==> src/rtl/motor_pkg.sv <==
// Shared types and constants for the step-rate generator
// and the downstream 4-phase sequencer.
package motor_pkg;

  localparam int PERIOD_W_DEF = 16;
  localparam int STEPS_W_DEF  = 16;

  typedef enum logic [1:0] {
    IDLE = 2'd0,
    RUN  = 2'd1,
    DONE = 2'd2
  } state_e;

  // Sequencer coil phases, one-hot A..D
  localparam logic [3:0] PH_A = 4'b1000;
  localparam logic [3:0] PH_B = 4'b0100;
  localparam logic [3:0] PH_C = 4'b0010;
  localparam logic [3:0] PH_D = 4'b0001;

endpackage

==> src/rtl/motor_step_gen_if.sv <==
// Load/handshake bundle between port logic, step generator
// and sequencer.
interface motor_step_gen_if #(
  parameter int PERIOD_W = 16,
  parameter int STEPS_W  = 16
);

  logic                start;
  logic                stop;
  logic [PERIOD_W-1:0] period;
  logic [STEPS_W-1:0]  steps;
  logic                motorEn;
  logic                stepPulse;
  logic                busy;
  logic                done;
  logic [STEPS_W-1:0]  stepsLeft;

  modport master (
    output start, stop, period, steps,
    input  motorEn, stepPulse, busy, done, stepsLeft
  );

  modport slave (
    input  start, stop, period, steps,
    output motorEn, stepPulse, busy, done, stepsLeft
  );

endinterface

==> src/rtl/motor_step_gen_step_timer.sv <==
// Loadable period counter; tick marks the last cycle of
// each period while enabled.
module step_timer #(
  parameter int W = 16
) (
  input  logic         clk,
  input  logic         rst,
  input  logic         load,
  input  logic         en,
  input  logic [W-1:0] period,
  output logic         tick
);

  logic [W-1:0] preg;
  logic [W-1:0] cnt;

  assign tick = en && (cnt == preg - W'(1));

  always_ff @(posedge clk) begin
    if (!rst) begin
      preg <= W'(1);
      cnt  <= '0;
    end else if (load) begin
      // a zero period behaves as one cycle per step
      preg <= (period == '0) ? W'(1) : period;
      cnt  <= '0;
    end else if (en) begin
      cnt <= tick ? '0 : cnt + W'(1);
    end
  end

endmodule

==> src/rtl/motor_step_gen.sv <==
// Step-rate generator: issues N evenly spaced step strobes
// to the sequencer, with abort and start/busy/done handshake.
import motor_pkg::*;

module motor_step_gen #(
  parameter int PERIOD_W = PERIOD_W_DEF,
  parameter int STEPS_W  = STEPS_W_DEF
) (
  input logic            clk,
  input logic            rst,
  motor_step_gen_if.slave bus
);

  state_e             state_q;
  state_e             state_d;
  logic               busy_q;
  logic               busy_d;
  logic               done_q;
  logic               done_d;
  logic               pulse_q;
  logic               pulse_d;
  logic [STEPS_W-1:0] left_q;
  logic [STEPS_W-1:0] left_d;
  logic               load;
  logic               run;
  logic               tick;

  step_timer #(
    .W (PERIOD_W)
  ) u_timer (
    .clk    (clk),
    .rst    (rst),
    .load   (load),
    .en     (run),
    .period (bus.period),
    .tick   (tick)
  );

  always_comb begin
    state_d = state_q;
    busy_d  = 1'b0;
    done_d  = 1'b0;
    pulse_d = 1'b0;
    left_d  = left_q;
    load    = 1'b0;
    run     = 1'b0;
    unique case (state_q)
      IDLE: begin
        if (bus.start) begin
          if (bus.steps != '0) begin
            load    = 1'b1;
            left_d  = bus.steps;
            state_d = RUN;
          end else begin
            state_d = DONE;
          end
        end
      end
      RUN: begin
        // abort beats a terminal step in the same cycle
        if (bus.stop) begin
          state_d = IDLE;
        end else begin
          run    = 1'b1;
          busy_d = 1'b1;
          if (tick) begin
            pulse_d = 1'b1;
            left_d  = left_q - STEPS_W'(1);
            if (left_q == STEPS_W'(1)) begin
              state_d = DONE;
            end
          end
        end
      end
      DONE: begin
        done_d  = 1'b1;
        state_d = IDLE;
      end
      default: begin
        state_d = IDLE;
      end
    endcase
  end

  always_ff @(posedge clk) begin
    if (!rst) begin
      state_q <= IDLE;
      busy_q  <= 1'b0;
      done_q  <= 1'b0;
      pulse_q <= 1'b0;
      left_q  <= '0;
    end else begin
      state_q <= state_d;
      busy_q  <= busy_d;
      done_q  <= done_d;
      pulse_q <= pulse_d;
      left_q  <= left_d;
    end
  end

  assign bus.busy      = busy_q;
  assign bus.motorEn   = busy_q;
  assign bus.done      = done_q;
  assign bus.stepPulse = pulse_q;
  assign bus.stepsLeft = left_q;

endmodule

==> src/flat_wrapper.sv <==
// flat-port wrapper written by rule: the top's interface ports become plain ports
module motor_step_gen_flat 
#(
  parameter int PERIOD_W = PERIOD_W_DEF,
  parameter int STEPS_W  = STEPS_W_DEF
)
  (clk, rst, bus_start, bus_stop, bus_period, bus_steps, bus_motorEn, bus_stepPulse, bus_busy, bus_done, bus_stepsLeft);
  motor_step_gen_if #(.PERIOD_W(PERIOD_W), .STEPS_W(STEPS_W)) bus_i ();
  input logic clk;
  input logic rst;
  input wire logic [$bits(bus_i.start)-1:0] bus_start;
  input wire logic [$bits(bus_i.stop)-1:0] bus_stop;
  input wire logic [$bits(bus_i.period)-1:0] bus_period;
  input wire logic [$bits(bus_i.steps)-1:0] bus_steps;
  output wire logic [$bits(bus_i.motorEn)-1:0] bus_motorEn;
  output wire logic [$bits(bus_i.stepPulse)-1:0] bus_stepPulse;
  output wire logic [$bits(bus_i.busy)-1:0] bus_busy;
  output wire logic [$bits(bus_i.done)-1:0] bus_done;
  output wire logic [$bits(bus_i.stepsLeft)-1:0] bus_stepsLeft;
  assign bus_i.start = bus_start;
  assign bus_i.stop = bus_stop;
  assign bus_i.period = bus_period;
  assign bus_i.steps = bus_steps;
  assign bus_motorEn = bus_i.motorEn;
  assign bus_stepPulse = bus_i.stepPulse;
  assign bus_busy = bus_i.busy;
  assign bus_done = bus_i.done;
  assign bus_stepsLeft = bus_i.stepsLeft;
  motor_step_gen #(.PERIOD_W(PERIOD_W), .STEPS_W(STEPS_W)) u_core (.clk(clk), .rst(rst), .bus(bus_i));
endmodule
==> config.mk <==
export PLATFORM = sky130hd
export DESIGN_NAME = motor_step_gen_flat
export DESIGN_NICKNAME = d
export VERILOG_FILES = /design/src/rtl/motor_pkg.sv /design/src/rtl/motor_step_gen_if.sv /design/src/rtl/motor_step_gen_step_timer.sv /design/src/rtl/motor_step_gen.sv /design/src/flat_wrapper.sv
export SDC_FILE = /design/constraint.sdc
export NUM_CORES = 1
export LEC_CHECK = 0
export ABC_AREA = 1
export CORE_MARGIN = 8
export CORE_UTILIZATION = 49
export CTS_CLUSTER_SIZE = 10
export DETAILED_ROUTE_END_ITERATION = 7
export GPL_TIMING_DRIVEN = 0
export PLACE_DENSITY = 0.75
export REMOVE_ABC_BUFFERS = 1
export SLEW_MARGIN = 40
export SYNTH_ARGS = -nofsm -noshare
export SYNTH_HDL_FRONTEND = slang
export SYNTH_HIERARCHICAL = 1
export SYNTH_SLANG_ARGS = --single-unit
==> constraint.sdc <==
create_clock -name clk -period 2.3 [get_ports clk]
set_input_delay 0.69 -clock clk [delete_from_list [all_inputs] [get_ports clk]]
set_output_delay 0.69 -clock clk [all_outputs]
set_load 0.01 [all_outputs]
### Placed cells, one color a class

The bar under the picture is 20 µm long.
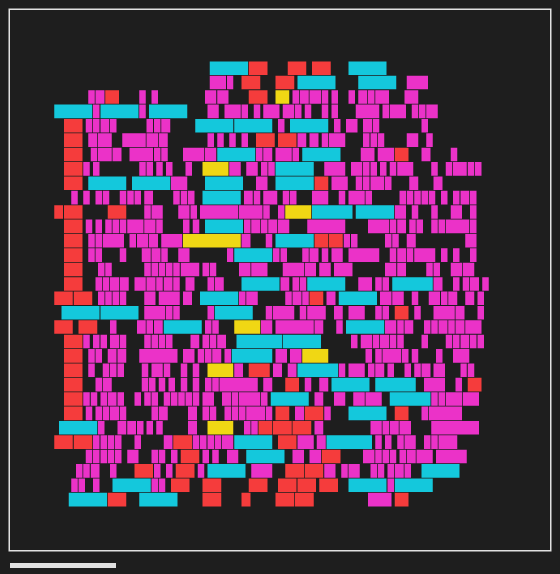
[magenta] combinational and other logic | cells: 529 | share of their area: 60%
[red] remaining buffers and delay cells | cells: 69 | share of their area: 14%
[cyan] sequential cells | cells: 53 | share of their area: 24%
[yellow] clock drivers and dummy loads | cells: 8 | share of their area: 2.6%

### Clock wires, drivers and flops

The bar under the picture is 20 µm long.
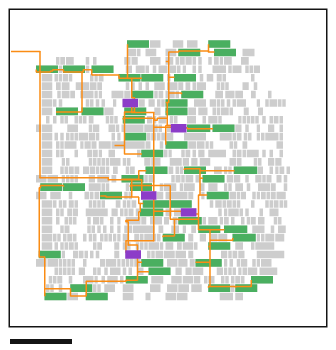
[purple] clock drivers | count: 5
[orange] clock wires | length: 666 µm
[green] flip-flops | count: 53
routed clock nets: 6

### Power grid

Pins as bars on the die edge. Tap cells in gray.
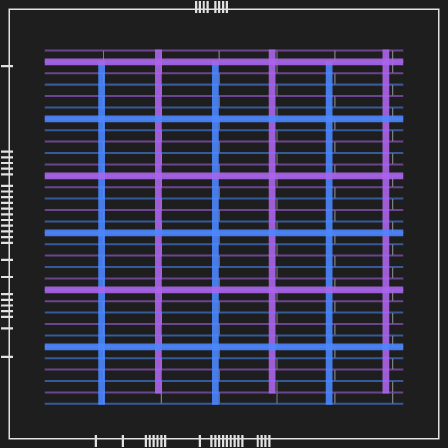
[purple] VDD
[blue] VSS
rows: 31
met5 straps: 6
met4 straps: 6
signal pins: 56
met1 rails: 32

### Logic cells by family

The bar under the picture is 20 µm long.
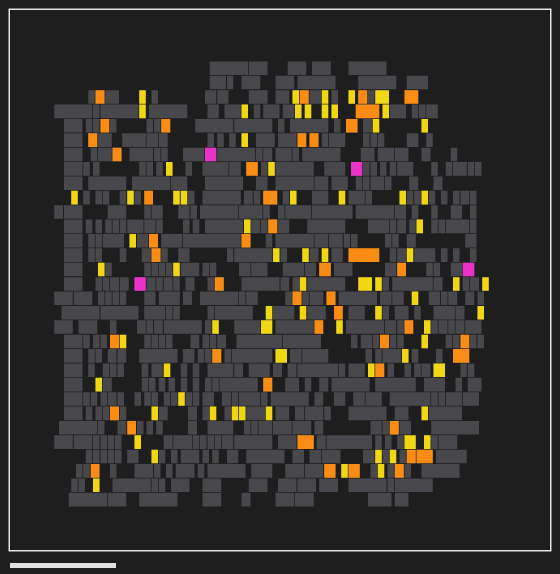
[orange] aoi and oai cells | cells: 45
[magenta] and/or cells | cells: 4
[yellow] inv cells | cells: 72

==> ci_impl_report.md <==
### Yosys + OpenROAD results

| Metric | Value |
|---|---|
| Req. time, crit path | `2490 ps` |
| Multi-input comb cells | `457` |
| Final min period | `2258 ps` |
| Cell count listed in synth_stat.txt | `592` |
| Worst path depth | `11` |
| RSZ-0062 raised after global routing | `true` |
| Post-synth top flop | `dfxtp_1` |
| Seq_cells | `53` |
| Hold_sp | `u_core/u_timer/preg[15]` |
| Tapcells | `99` |
| Critical Path AT | `2450 ps` |
| Fill cell count | `663` |
| Comb area leader | `simple AND/OR/NAND/NOR gates` |
| Setup ws final | `42.07 ps` |
| Area fraction in mux cells | `0%` |
| Clock buffers | `6` |
| Post-synthesis average cell area | `6.140 µm²` |
| Via count | `3,924` |
| PD cells | `547.9 nW/µm²` |
| Hpwl dp | `7897 µm` |
| Final slew viol count | `0` |
| CP bufs+invs | `3` |
| Non-clk invs | `72` |
| Post-synth ARST share | `0%` |
| Setup WS pre-CTS | `-986.1 ps` |
| Delay-heaviest family, CP | `simple AND/OR/NAND/NOR gates` |
| GR peak layer | `met2` |
| Post-route non-filler standard cell count | `758` |
| Comb/total area | `51.96%` |
| Post-route cell area | `4698 µm²` |
| Root Buffer | `clkbuf_8` |
| Metal3 WL | `527 µm` |
| P&R area growth vs syn | `29.26%` |
| XORs/XNORs by Area | `5.060%` |
| Cycle use final | `98.17%` |
| Worst-path clk slew | `100 ps` |
| I/O pins | `56` |
| Worst setup EP type | `register` |
| Rows | `31` |
| WL met1 | `4435 µm` |
| Endpoints failing setup | `0` |
| Max VDD drop | `354.1 µV` |
| Final ANT Viol Nets | `0` |
| AND-OR/OR-AND share of the synthesized area | `6.747%` |
| IO buf count | `55` |
| Startpoint types | `input port` |
| Synthesis area per yosys | `3635 µm²` |
| TritonCTS clock tree | `built` |
| Relative slew slack | `58.87%` |
| Worst path max stage delay | `450 ps` |
| Worst R2R Path Depth | `15` |
| CP most frequent cell | `nor2_2` |
| Core Density at Floorplan | `50.38%` |
| Top sig layer | `met4` |
| Total power | `2.574 mW` |
| Ys flops | `53` |
| Commonest Layout Cell | `nand2_1` |
| Gpl congestion | `0.8892` |
| Met1 Resource Use GR | `23.00%` |
| Non-clk buf share | `13.82%` |
| First-pass GRT wire length | `17,070 µm` |
| Initial antenna violation count | `0` |
| Initial drt markers | `208` |
| Vias in the first global route | `3,749` |
| Setup CP Type | `in2reg` |
| Post-synth EDFFs | `0` |
| Adder share | `1.377%` |
| WHS | `467.2 ps` |
| Slowest CP cell | `clkdlybuf4s50_1` |
| Synth cell types | `36` |
| Fin Setup TNS | `0 ps` |
| Worst hold path cell count | `2` |
| Launch point of the worst reg-to-reg path | `u_core/u_timer/preg[0]` |
| Largest net degree at the start of global routing | `28` |
| Final Hold Viols | `0` |
| Status | `completed` |
| ClkCell Share | `2.557%` |
| Placed Instances | `731` |
| Max Cap Viol | `0` |
| Hold EP | `u_core/u_timer/preg[15]` |
| Core area | `7214 µm²` |
| Die height | `102.1 µm` |
| Yosys simple share | `47.50%` |
| Final-stage net count | `698` |
| Most frequent logic cells in the routed design | `nand2_1, nor2_1, inv_1, clkdlybuf4s50_1, nand3_1` |
| Worst Setup SP | `bus_steps[14]` |
| Diodes inserted | `0` |
| WL final | `10,820 µm` |
| Critical-path cell list | `clkdlybuf4s50_1 -> nor2_1 -> nand2_1 -> nor2_2 -> nand2_2 -> nand3_2 -> inv_4 -> nor2_4 -> clkinvlp_4 -> nor2_2 -> a31oi_1` |
| H-tree Lvls | `2` |
| Worst-Margin Slew | `611.2 ps` |
| GRT Util Overall | `20.60%` |
| WL per Instance | `14.28 µm` |
| Die W | `102.1 µm` |
| Register share after synthesis | `29.19%` |
| M2 GR Usage | `38.08%` |
| M3 GR Usage | `3.202%` |
| Layout cells sized above 1 | `17.30%` |
| Total gr overflow | `0` |
| DR WL met2 | `5648 µm` |
| Post-Syn Area | `3635 µm²` |
| Fmax | `442.9 MHz` |
| Mapped Cells | `592` |
| Worst Hold Class | `reg2reg` |
power breakdown:
group,switching (mW),internal (mW),leakage (nW),total (mW)
clock network,0.320,0.354,0.0574,0.674
logic,0.499,0.346,1.61,0.845
registers,0.0802,0.975,0.437,1.06
Yosys cell counts, types with 4 or more instances:
| cell type | instances | area (µm²) |
|---|---|---|
| a21oi_1 | 15 | 75.07 |
| buf_2 | 5 | 25.02 |
| buf_6 | 4 | 45.04 |
| dfxtp_1 | 53 | 1061 |
| ha_1 | 4 | 50.05 |
| inv_1 | 70 | 262.8 |
| nand2_1 | 173 | 649.4 |
| nand2_2 | 9 | 56.30 |
| nand3_1 | 52 | 260.3 |
| nand3b_1 | 5 | 37.54 |
| nor2_1 | 95 | 356.6 |
| nor2_2 | 21 | 131.4 |
| nor2_4 | 7 | 78.83 |
| nor4_1 | 5 | 31.28 |
| o21ai_0 | 19 | 95.09 |
| o22ai_1 | 5 | 31.28 |
| xnor2_1 | 6 | 52.55 |
| xor2_1 | 15 | 131.4 |
worst register-to-register path, stage by stage (launching register included):
cell and delay [ps]:
dfxtp_4 390, inv_4 50, ha_4 260, xor2_2 140, nand3_2 90, a21oi_2 120, nand3_1 90, nor2_1 120
nand4_2 150, inv_2 130, nand2_2 60, nor3_2 130, nand4_1 110, nand2_1 100, nand3_1 80, nor2_1 120
sequential cells by signal, indices dropped and copies added (netlist names):
signal / flops
u_core/bus.stepsLeft: 16
u_core/u_timer/cnt: 16
u_core/u_timer/preg: 16
u_core/state_q: 2
u_core/bus.busy: 1
u_core/bus.done: 1
u_core/bus.stepPulse: 1
repair_timing:
item,4_1_cts,5_1_grt
setup endpoints to repair,50,43
pin swaps,14,16
endpoints found under the hold margin,0,0
buffers inserted,5,9
gates resized,29,41
gates cloned,4,1
No activity file was given, so power comes from the tool's default toggle rates.
